File: src/rtl/tile_render_sched_if.sv
// Pixel/board bus between the VGA timing, game logic and the tile render scheduler.
// The master side is the VGA counters plus game logic; the slave side is the scheduler.
interface tile_render_sched_if;
  logic [10:0] h_cnt;
  logic [10:0] v_cnt;
  logic [63:0] board_in;
  logic        upd_req;
  logic        upd_ack;
  logic [4:0]  curpos;
  logic [3:0]  curdata;
  logic [10:0] h_cnt_q;
  logic [10:0] v_cnt_q;
  logic        frame_tick;
  logic [7:0]  frame_cnt;

  modport master (
    output h_cnt, v_cnt, board_in, upd_req,
    input  upd_ack, curpos, curdata, h_cnt_q, v_cnt_q, frame_tick, frame_cnt
  );

  modport slave (
    input  h_cnt, v_cnt, board_in, upd_req,
    output upd_ack, curpos, curdata, h_cnt_q, v_cnt_q, frame_tick, frame_cnt
  );
endinterface

File: src/rtl/tile_render_sched.sv
// 2048 tile renderer sequencer: tear-free board shadow committed in vblank,
// per-pixel tile decode (latency 1) and a frame tick/counter for animation.
module tile_render_sched #(
  parameter int unsigned X0       = 136,
  parameter int unsigned Y0       = 66,
  parameter int unsigned TILE     = 80,
  parameter int unsigned PITCH    = 96,
  parameter int unsigned V_ACTIVE = 480
) (
  input  logic                clk,
  input  logic                rst_n,
  tile_render_sched_if.slave  bus
);

  typedef enum logic [1:0] {IDLE, LATCH, WAIT_DROP} state_t;

  state_t      state;
  logic [63:0] shadow;
  logic        upd_ack_q;

  logic [2:0]  col_p0;
  logic [2:0]  row_p0;
  logic [1:0]  row_m1_p0;
  logic [4:0]  curpos_p0;
  logic [3:0]  tidx_p0;
  logic [3:0]  curdata_p0;
  logic        tick_p0;
  logic        blank_p0;

  logic [4:0]  curpos_p1;
  logic [3:0]  curdata_p1;
  logic [10:0] h_cnt_p1;
  logic [10:0] v_cnt_p1;
  logic        tick_p1;
  logic [7:0]  frame_cnt_p1;

  // Returns 1..4 for the tile span containing cnt, 0 for margins and gaps.
  function automatic logic [2:0] axis_idx(input logic [10:0] cnt, input int unsigned base);
    logic [2:0]  idx;
    logic [31:0] c;
    idx = '0;
    c   = {21'd0, cnt};
    for (int unsigned i = 0; i < 4; i++) begin
      if (c >= base + i * PITCH && c < base + i * PITCH + TILE) idx = 3'(i + 1);
    end
    return idx;
  endfunction

  // Tile codes 12..15 have no artwork, so they render as empty.
  function automatic logic [3:0] tile_val(input logic [3:0] v);
    return (v >= 4'd12) ? 4'd0 : v;
  endfunction

  always_comb begin
    col_p0     = axis_idx(bus.h_cnt, X0);
    row_p0     = axis_idx(bus.v_cnt, Y0);
    row_m1_p0  = row_p0[1:0] - 2'd1;
    curpos_p0  = '0;
    if (col_p0 != 3'd0 && row_p0 != 3'd0)
      curpos_p0 = 5'({row_m1_p0, 2'b00}) + {2'b00, col_p0};
    tidx_p0    = 4'(curpos_p0 - 5'd1);
    curdata_p0 = '0;
    if (curpos_p0 != 5'd0)
      curdata_p0 = tile_val(shadow[{tidx_p0, 2'b00} +: 4]);
    tick_p0    = (bus.v_cnt == 11'(V_ACTIVE)) && (bus.h_cnt == 11'd0);
    blank_p0   = (bus.v_cnt >= 11'(V_ACTIVE));
  end

  // p0 -> p1: decode results registered alongside the counters they belong to
  always_ff @(posedge clk or negedge rst_n) begin
    if (!rst_n) begin
      curpos_p1    <= '0;
      curdata_p1   <= '0;
      h_cnt_p1     <= '0;
      v_cnt_p1     <= '0;
      tick_p1      <= 1'b0;
      frame_cnt_p1 <= '0;
    end else begin
      curpos_p1  <= curpos_p0;
      curdata_p1 <= curdata_p0;
      h_cnt_p1   <= bus.h_cnt;
      v_cnt_p1   <= bus.v_cnt;
      tick_p1    <= tick_p0;
      if (tick_p0) frame_cnt_p1 <= frame_cnt_p1 + 8'd1;
    end
  end

  // Commit handshake; shadow is only written in LATCH, which is reachable only from blank.
  always_ff @(posedge clk or negedge rst_n) begin
    if (!rst_n) begin
      state     <= IDLE;
      shadow    <= '0;
      upd_ack_q <= 1'b0;
    end else begin
      case (state)
        IDLE: begin
          upd_ack_q <= 1'b0;
          if (bus.upd_req && blank_p0) state <= LATCH;
        end
        LATCH: begin
          shadow    <= bus.board_in;
          upd_ack_q <= 1'b1;
          state     <= WAIT_DROP;
        end
        WAIT_DROP: begin
          upd_ack_q <= 1'b0;
          if (!bus.upd_req) state <= IDLE;
        end
        default: begin
          upd_ack_q <= 1'b0;
          state     <= IDLE;
        end
      endcase
    end
  end

  assign bus.upd_ack    = upd_ack_q;
  assign bus.curpos     = curpos_p1;
  assign bus.curdata    = curdata_p1;
  assign bus.h_cnt_q    = h_cnt_p1;
  assign bus.v_cnt_q    = v_cnt_p1;
  assign bus.frame_tick = tick_p1;
  assign bus.frame_cnt  = frame_cnt_p1;

endmodule

File: src/flat_wrapper.sv
// flat-port wrapper written by rule: the top's interface ports become plain ports
module tile_render_sched_flat 
#(
  parameter int unsigned X0       = 136,
  parameter int unsigned Y0       = 66,
  parameter int unsigned TILE     = 80,
  parameter int unsigned PITCH    = 96,
  parameter int unsigned V_ACTIVE = 480
)
  (clk, rst_n, bus_h_cnt, bus_v_cnt, bus_board_in, bus_upd_req, bus_upd_ack, bus_curpos, bus_curdata, bus_h_cnt_q, bus_v_cnt_q, bus_frame_tick, bus_frame_cnt);
  tile_render_sched_if bus_i ();
  input  logic clk;
  input  logic rst_n;
  input wire logic [$bits(bus_i.h_cnt)-1:0] bus_h_cnt;
  input wire logic [$bits(bus_i.v_cnt)-1:0] bus_v_cnt;
  input wire logic [$bits(bus_i.board_in)-1:0] bus_board_in;
  input wire logic [$bits(bus_i.upd_req)-1:0] bus_upd_req;
  output wire logic [$bits(bus_i.upd_ack)-1:0] bus_upd_ack;
  output wire logic [$bits(bus_i.curpos)-1:0] bus_curpos;
  output wire logic [$bits(bus_i.curdata)-1:0] bus_curdata;
  output wire logic [$bits(bus_i.h_cnt_q)-1:0] bus_h_cnt_q;
  output wire logic [$bits(bus_i.v_cnt_q)-1:0] bus_v_cnt_q;
  output wire logic [$bits(bus_i.frame_tick)-1:0] bus_frame_tick;
  output wire logic [$bits(bus_i.frame_cnt)-1:0] bus_frame_cnt;
  assign bus_i.h_cnt = bus_h_cnt;
  assign bus_i.v_cnt = bus_v_cnt;
  assign bus_i.board_in = bus_board_in;
  assign bus_i.upd_req = bus_upd_req;
  assign bus_upd_ack = bus_i.upd_ack;
  assign bus_curpos = bus_i.curpos;
  assign bus_curdata = bus_i.curdata;
  assign bus_h_cnt_q = bus_i.h_cnt_q;
  assign bus_v_cnt_q = bus_i.v_cnt_q;
  assign bus_frame_tick = bus_i.frame_tick;
  assign bus_frame_cnt = bus_i.frame_cnt;
  tile_render_sched #(.X0(X0), .Y0(Y0), .TILE(TILE), .PITCH(PITCH), .V_ACTIVE(V_ACTIVE)) u_core (.clk(clk), .rst_n(rst_n), .bus(bus_i));
endmodule
File: config.mk
export PLATFORM = sky130hd
export DESIGN_NAME = tile_render_sched_flat
export DESIGN_NICKNAME = d
export VERILOG_FILES = /design/src/rtl/tile_render_sched_if.sv /design/src/rtl/tile_render_sched.sv /design/src/flat_wrapper.sv
export SDC_FILE = /design/constraint.sdc
export NUM_CORES = 1
export LEC_CHECK = 0
export CORE_AREA = 2 2 122 147
export DETAILED_ROUTE_END_ITERATION = 12
export DIE_AREA = 0 0 124 149
export PLACE_DENSITY = 0.62
export SETUP_SLACK_MARGIN = 0.02
export SYNTH_ARGS = -nofsm -noshare
export SYNTH_HDL_FRONTEND = slang
export SYNTH_SLANG_ARGS = --single-unit
File: constraint.sdc
create_clock -name clk -period 4.3 [get_ports clk]
set_input_delay 0.86 -clock clk [delete_from_list [all_inputs] [get_ports clk]]
set_output_delay 0.86 -clock clk [all_outputs]
set_load 0.005 [all_outputs]
==> out/qor.csv <==
stage,metric,value,unit
die,core,17200,um2
route,via_per_inst,4.84,
finish,clk_share,4.06,%
clocking,cts-resized-gates,7,
place,place.gp.congestion,0.824,
synth,async_flop_share,100,%
synth,synthTopCellsByCount,"dfrtp_1 (107), mux2_2 (65), o21ai_0 (16), mux4_1 (13)",
synth,yosysUniqueCellTypes,62,
critical_path,critPathKind,primary input to register,
route,ant_nets,0,
timing,finClkSkew,0.00662,ns
timing,drv_slew,0,
pwr,power_frac_comb,26.5,%
die,num_io_pins,130,
pwr,intPower,2.31,mW
finish,nonClockBufferCount,163,
die,die_w,124,um
clocking,clkTransAtPathRegs,0.07,ns
outcome,outcome,"finished, final reports clean",
min_path,hold_depth,1,
timing,timing.fmax,240,MHz
pwr,p_clk_share,25.9,%
clocking,hold_buffers,0,
wire_density.png
The die is cut into 25 by 30 equal tiles; white is low, dark blue is high, scaled to the fullest tile. Values are wire area over tile area, all layers added.
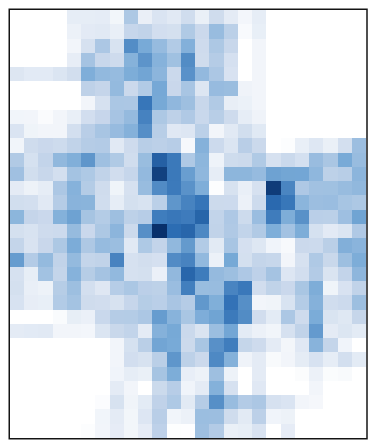
fullest tile	0.46
emptiest ninth of the die	north-east
densest ninth of the die	centre
Detailed Route WL: 12.2 mm
routed len/inst: 16.2 um
via count: 3637

gate_families.png
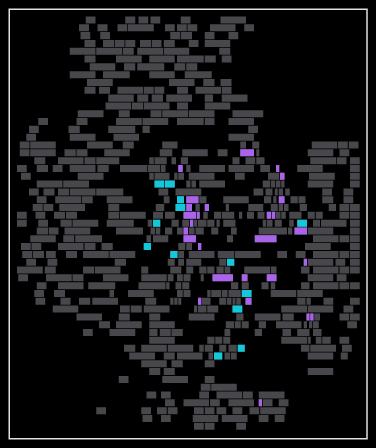
family	colour	cells
NOR gates	purple	27
AND-OR and OR-AND gates	cyan	13

zoom.png
Scale bar: 5 um. Window x 52 to 72, y 94 to 114 um. Cells in grey, sequential cells in the stronger grey; small squares are vias.
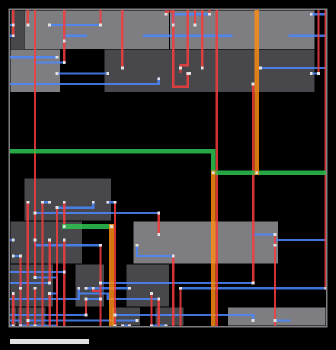
layer	colour
met1	blue
met4	orange
met2	red
met3	green
netlist names of flops here include	u_core.shadow (2), u_core.bus.curdata (1)
sequential cells in the window	3
most frequent	dfrtp_1 (3), a22oi_2 (2)
cells with their middle in the window	10

final_clocks.png
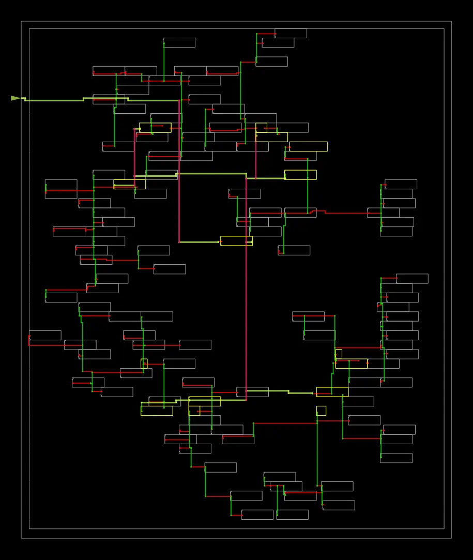
clk_lat worst skew: 0.35 ns
clock buffer count: 9

pins.png
Scale bar: 20 um. Pins as bars across the die edge, other pins in grey.
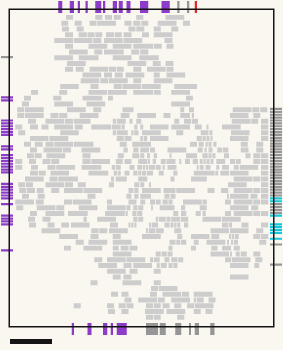
port	colour	pins	direction	edge
bus_frame_cnt	cyan	8	output	east
bus_board_in	purple	64	input	29 west, 24 north, 11 south
bus_upd_ack	red	1	output	north
Die H: 149 um
number of port buffers: 129

Power and IR drop assume default switching activity.
